## src/rtl/wb_stage.sv

```systemverilog
// Writeback arbiter: merges alu and mem result streams onto one register write port,
// with a one-entry alu hold buffer, mem starvation guard and a pending-load scoreboard.
// Optional operand-forwarding outputs are enabled with macro WB_STAGE_FWD_EN.
module wb_stage #(
  parameter int XLEN = 32
) (
  input  logic            clk,
  input  logic            rst_n,
  input  logic            alu_valid,
  output logic            alu_ready,
  input  logic [4:0]      alu_rd,
  input  logic [XLEN-1:0] alu_data,
  input  logic            mem_valid,
  output logic            mem_ready,
  input  logic [4:0]      mem_rd,
  input  logic [XLEN-1:0] mem_data,
  input  logic            iss_valid,
  output logic            iss_ready,
  input  logic [4:0]      iss_rd,
  output logic [31:0]     busy,
  output logic            rd_w,
  output logic [4:0]      rd,
  output logic [XLEN-1:0] rd_in
`ifdef WB_STAGE_FWD_EN
  ,
  output logic            fwd_valid,
  output logic [4:0]      fwd_rd,
  output logic [XLEN-1:0] fwd_data
`endif
);

  logic            hold_vld;
  logic [4:0]      hold_rd;
  logic [XLEN-1:0] hold_data;
  logic [1:0]      starv_cnt;

  logic            mem_xfer, alu_xfer, iss_xfer;
  logic            sel_mem, sel_hold, sel_alu, sel_vld;
  logic [4:0]      sel_rd;
  logic [XLEN-1:0] sel_data;
  logic            hold_load;
  logic [31:0]     busy_set, busy_clr, busy_nxt;

  // Starvation guard: after two mem wins over an occupied hold, mem yields one cycle.
  assign mem_ready = (starv_cnt != 2'd2);
  assign mem_xfer  = mem_valid & mem_ready;
  assign sel_mem   = mem_xfer;
  assign sel_hold  = hold_vld & ~mem_xfer;
  assign alu_ready = ~hold_vld | sel_hold;
  assign alu_xfer  = alu_valid & alu_ready;
  assign sel_alu   = alu_xfer & ~hold_vld & ~mem_xfer;
  assign sel_vld   = sel_mem | sel_hold | sel_alu;

  // An accepted alu result that does not win this cycle waits in hold, preserving order.
  assign hold_load = alu_xfer & ~sel_alu;

  always_comb begin
    sel_rd   = '0;
    sel_data = '0;
    if (sel_mem) begin
      sel_rd   = mem_rd;
      sel_data = mem_data;
    end else if (sel_hold) begin
      sel_rd   = hold_rd;
      sel_data = hold_data;
    end else if (sel_alu) begin
      sel_rd   = alu_rd;
      sel_data = alu_data;
    end
  end

  assign iss_ready = ~((iss_rd != 5'd0) & busy[iss_rd]);
  assign iss_xfer  = iss_valid & iss_ready;

  // Set wins over clear on the same index; r0 never tracked.
  always_comb begin
    busy_set = '0;
    busy_clr = '0;
    if (iss_xfer && iss_rd != 5'd0) busy_set[iss_rd] = 1'b1;
    if (mem_xfer)                   busy_clr[mem_rd] = 1'b1;
    busy_nxt    = (busy & ~busy_clr) | busy_set;
    busy_nxt[0] = 1'b0;
  end

  always_ff @(posedge clk or negedge rst_n) begin
    if (!rst_n) begin
      hold_vld  <= 1'b0;
      hold_rd   <= '0;
      hold_data <= '0;
      starv_cnt <= '0;
      busy      <= '0;
      rd_w      <= 1'b0;
      rd        <= '0;
      rd_in     <= '0;
    end else begin
      busy  <= busy_nxt;
      rd_w  <= sel_vld & (sel_rd != 5'd0);
      rd    <= sel_rd;
      rd_in <= sel_data;

      if (hold_load) begin
        hold_vld  <= 1'b1;
        hold_rd   <= alu_rd;
        hold_data <= alu_data;
      end else if (sel_hold) begin
        hold_vld  <= 1'b0;
      end

      if (sel_hold)
        starv_cnt <= '0;
      else if (hold_vld && mem_xfer)
        starv_cnt <= starv_cnt + 2'd1;
    end
  end

`ifdef WB_STAGE_FWD_EN
  assign fwd_valid = sel_vld & (sel_rd != 5'd0);
  assign fwd_rd    = sel_rd;
  assign fwd_data  = sel_data;
`endif

endmodule
```

## config.mk

```make
export PLATFORM = sky130hd
export DESIGN_NAME = wb_stage
export DESIGN_NICKNAME = d
export VERILOG_FILES = /design/src/rtl/wb_stage.sv
export SDC_FILE = /design/constraint.sdc
export NUM_CORES = 1
export LEC_CHECK = 0
export CORE_UTILIZATION = 46
export DETAILED_ROUTE_END_ITERATION = 7
export PLACE_DENSITY = 0.8
export SKIP_LAST_GASP = 1
export SLEW_MARGIN = 5
export SYNTH_ARGS = -nofsm -noshare
export SYNTH_HDL_FRONTEND = slang
export SYNTH_SLANG_ARGS = --single-unit
export TNS_END_PERCENT = 1
```

## constraint.sdc

```tcl
create_clock -name clk -period 2.5 [get_ports clk]
set_input_delay 0.5 -clock clk [delete_from_list [all_inputs] [get_ports clk]]
set_output_delay 0.5 -clock clk [all_outputs]
set_load 0.005 [all_outputs]
```

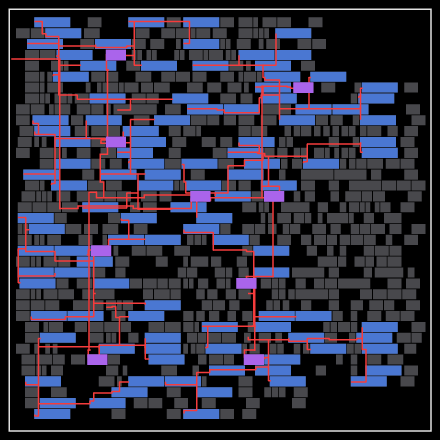
Fig. 1. Clock network drawn from the DEF.
Drawn at 4 px/um.
legend:
  blue:
    item: flip-flops
    count: 109
  red:
    item: clock wires
    length: 1,210 um
  purple:
    item: cells driving clock nets
    count: 9
flops lie: widely spread
Setup Skew: 0.0137 ns
portion of total power attributed to the clock network: 16.5%

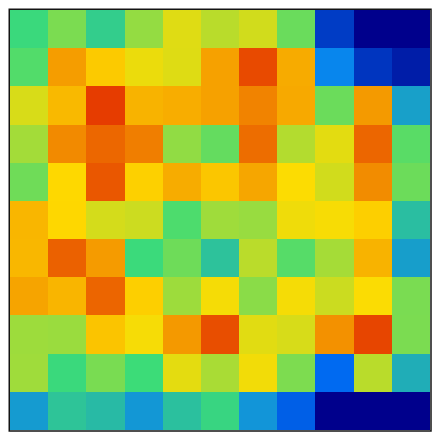
Fig. 2. Local utilization.
Drawn at 4 px/um. 11 x 11 tiles, from dark blue (low) to red (high), 0 to 100% covered.
nearly empty tiles: 4.1%
mean over tiles: 62%
tiles over 75% full: 34%
emptiest ninth of the die: upper right
fullest tile: 93%
Init Core Util: 47.3%
core box area: 0.0103 mm^2
Finished Core Util: 68.4%

==> run summary <==
flow finished, numbers: Dominant combinational family=AND-OR/OR-AND gates, Final Hold Violation Tally=0, count of input and output buffers=155, Slowest Stage Delay on Critical Path=0.24 ns, leading cell types by total area after synthesis=dfrtp_1 56%, mux2_2 8.8%, a221oi_1 5.9%, cell type with the highest aggregate area in the netlist=dfrtp_1, kind of path behind the tightest hold check=input port to asynchronous set/reset pin, post-route setup TNS=0 ns, required time worst endpoint=2.00 ns, outcome=completed, die span in y=105 um, Async S/R FF share, synth=100%, wire length of the first global-routing pass=21.8 mm, Die Outline Area=0.0110 mm^2, #FFs+latches synth=109, highest clock frequency the design can meet=421 MHz, r2r setup slk=0.62 ns, distinct lib cells=52, most used logic cell in the final layout=clkdlybuf4s50_1, most used standard cells in the synthesized netlist=109 x dfrtp_1, 75 x nor2_1, 46 x o21ai_0, number of clock sinks seen by CTS=109, Highest Signal Layer=met4, most instantiated flip-flop cell in the synthesis netlist=dfrtp_1, met3 Resource Use GR=6.36%, Detailed Routing Iterations Pass 1=5, number of cell rows=37, buffers from clock root to sink, at most=2, DRC marker count from the first detailed-route iteration=191, gr busiest metal=met2, post-synthesis share of cell area spent on and, or, nand and nor gates=13.3%, endpoint arrival time on the critical path=1.88 ns, clock root buffer=clkbuf_8, most repeated cell in the gate-level netlist after synthesis=dfrtp_1, number of setup violations in the final report=0, cell leakage power=2.91 nW, count of instantiated cells in the yosys netlist=429, DRC viols=0, RSZ-0062 raised after global routing=no, Min Clock Period, post-route=2.38 ns, largest net degree at the start of global routing=55, Post-DP HPWL=10.2 mm, headroom to the max-slew limit=60.2%, standard cell area after detailed placement=0.00680 mm^2, sequential share of the synthesized area=55.8%, Num CTS Buffers=9, met3 WL=997 um, Overflow after GRT=0, clock insertion delay at the later pin of the skew report=0.38 ns, OpenROAD warning count=26, via/cell ratio=5.57, GR Layer Usage met2=43.0%, post-synthesis cell area=0.00489 mm^2, CTS tree=done, share of the synthesized area in the top cell type=55.8%, cells along the critical path=dlygate4sd2_1, buf_6, buf_4, a21oi_1, a211oi_4, a221oi_2, and4_1, buf_2, growth of design area from synthesis to finish=44.5%, fraction of final layout cells with drive strength greater than 1=20.6%, crit end category=primary output, Mapped Cells=429, Worst path slowest cell=dlygate4sd2_1, H-tree depth=3, number of antenna violations at the first check in global routing=0, via count of the first global-routing pass=4,330, maximum resistive drop on vdd=0.579 mV, Die Width=105 um, Worst Tran Pin Value=0.596 ns, count of library flops with an enable pin=0, post-route cell area=0.00706 mm^2, # Max-Cap Violations=0, number of vias in the routed layout=4,195, wire per inst=17.9 um, Synthesis Warnings=0, number of nets in the layout=698, number of placed I/O pins=157, Nets at Floorplan=514, share of the clock period used by the worst path after layout=95.1%, total length of routed met2 wires=6.47 mm, final wirelength=13.5 mm, count of hold buffers inserted by post-cts repair=0, Crit Path Max Fanout=8, number of diodes=0, cell area power density=928 mW/mm^2, metal1 wirelength=5.64 mm, clock-pin slew reported for the worst setup and hold paths after clock tree synthesis=0.10 ns, adder and majority cell fraction of the synthesized area=0.461%, GR Layer Usage met1=31.5%, global router's overall resource usage=25.7%, Setup crit start kind=input port, Top Layout Cells=148 x clkdlybuf4s50_1, 109 x dfrtp_1, 75 x nor2_1, average footprint of a synthesized cell=11.4 um^2, total cell area reported by yosys after synthesis=0.00489 mm^2, Routability Congestion=0.939, XOR/XNOR share of the synthesized area=0.179%, worst hold slack=0.103 ns, share of cell area taken by muxes after synthesis=12.6%, number of nets still failing antenna checks after routing=0
## layout make-up
cell class | instances | area (um^2)
multi-input combinational | 287 | 2030
timing repair buffer | 204 | 1930
sequential | 109 | 2730
inverter | 2 | 7.51
clock inverter | 5 | 58.8
clock buffer | 10 | 138
fill | 786 | 3260
tap | 136 | 170
## power breakdown
group          switching, mW  total [mW]  internal (mW)
Combinational           1.03        2.62           1.59
Sequential             0.387        2.85           2.47
Clock                  0.595        1.08          0.487
## through the flow
| stage | setup slack, ns | std cells |
|---|---|---|
| 3_3_place_gp | -0.672 | 730 |
| 4_1_cts | 0.0148 | 747 |
| 6_report | 0.122 | 753 |
| 5_1_grt | 0.0450 | 753 |
| 2_1_floorplan | 0.278 | 429 |
| 3_5_place_dp | -0.682 | 730 |
## path summary, 6_finish.rpt
path	start	to	cells after the start
min in group clk	hold_data[1]	hold_data[1]	1
max in group asynchronous	rst_n	hold_data[0]	2
worst max-delay path	iss_rd[1]	iss_ready	8
worst min register to register	hold_data[1]	hold_data[1]	1
worst max register to register	starv_cnt[1]	hold_data[16]	6
worst min-delay path	rst_n	busy[20]	1
## critical path: cells and delay by family
| family | cells | cell delay (ns) |
|---|---|---|
| AOI/OAI and AO/OA | 3 | 0.52 |
| buffers and inverters | 4 | 0.65 |
| and+or+nand+nor | 1 | 0.22 |
## sequential cells by signal, summed over array words and instances (netlist names)
name and flops:
hold_rd 5, rd 5, rd_w 1, busy 31, hold_vld 1, hold_data 32
starv_cnt 2, rd_in 32
## timing repair
item,in CTS,in global routing
setup buffers,2,6
pin swaps,2,2
endpoints found under the setup margin,1,1
resized,14,4
Power and IR drop assume default switching activity.
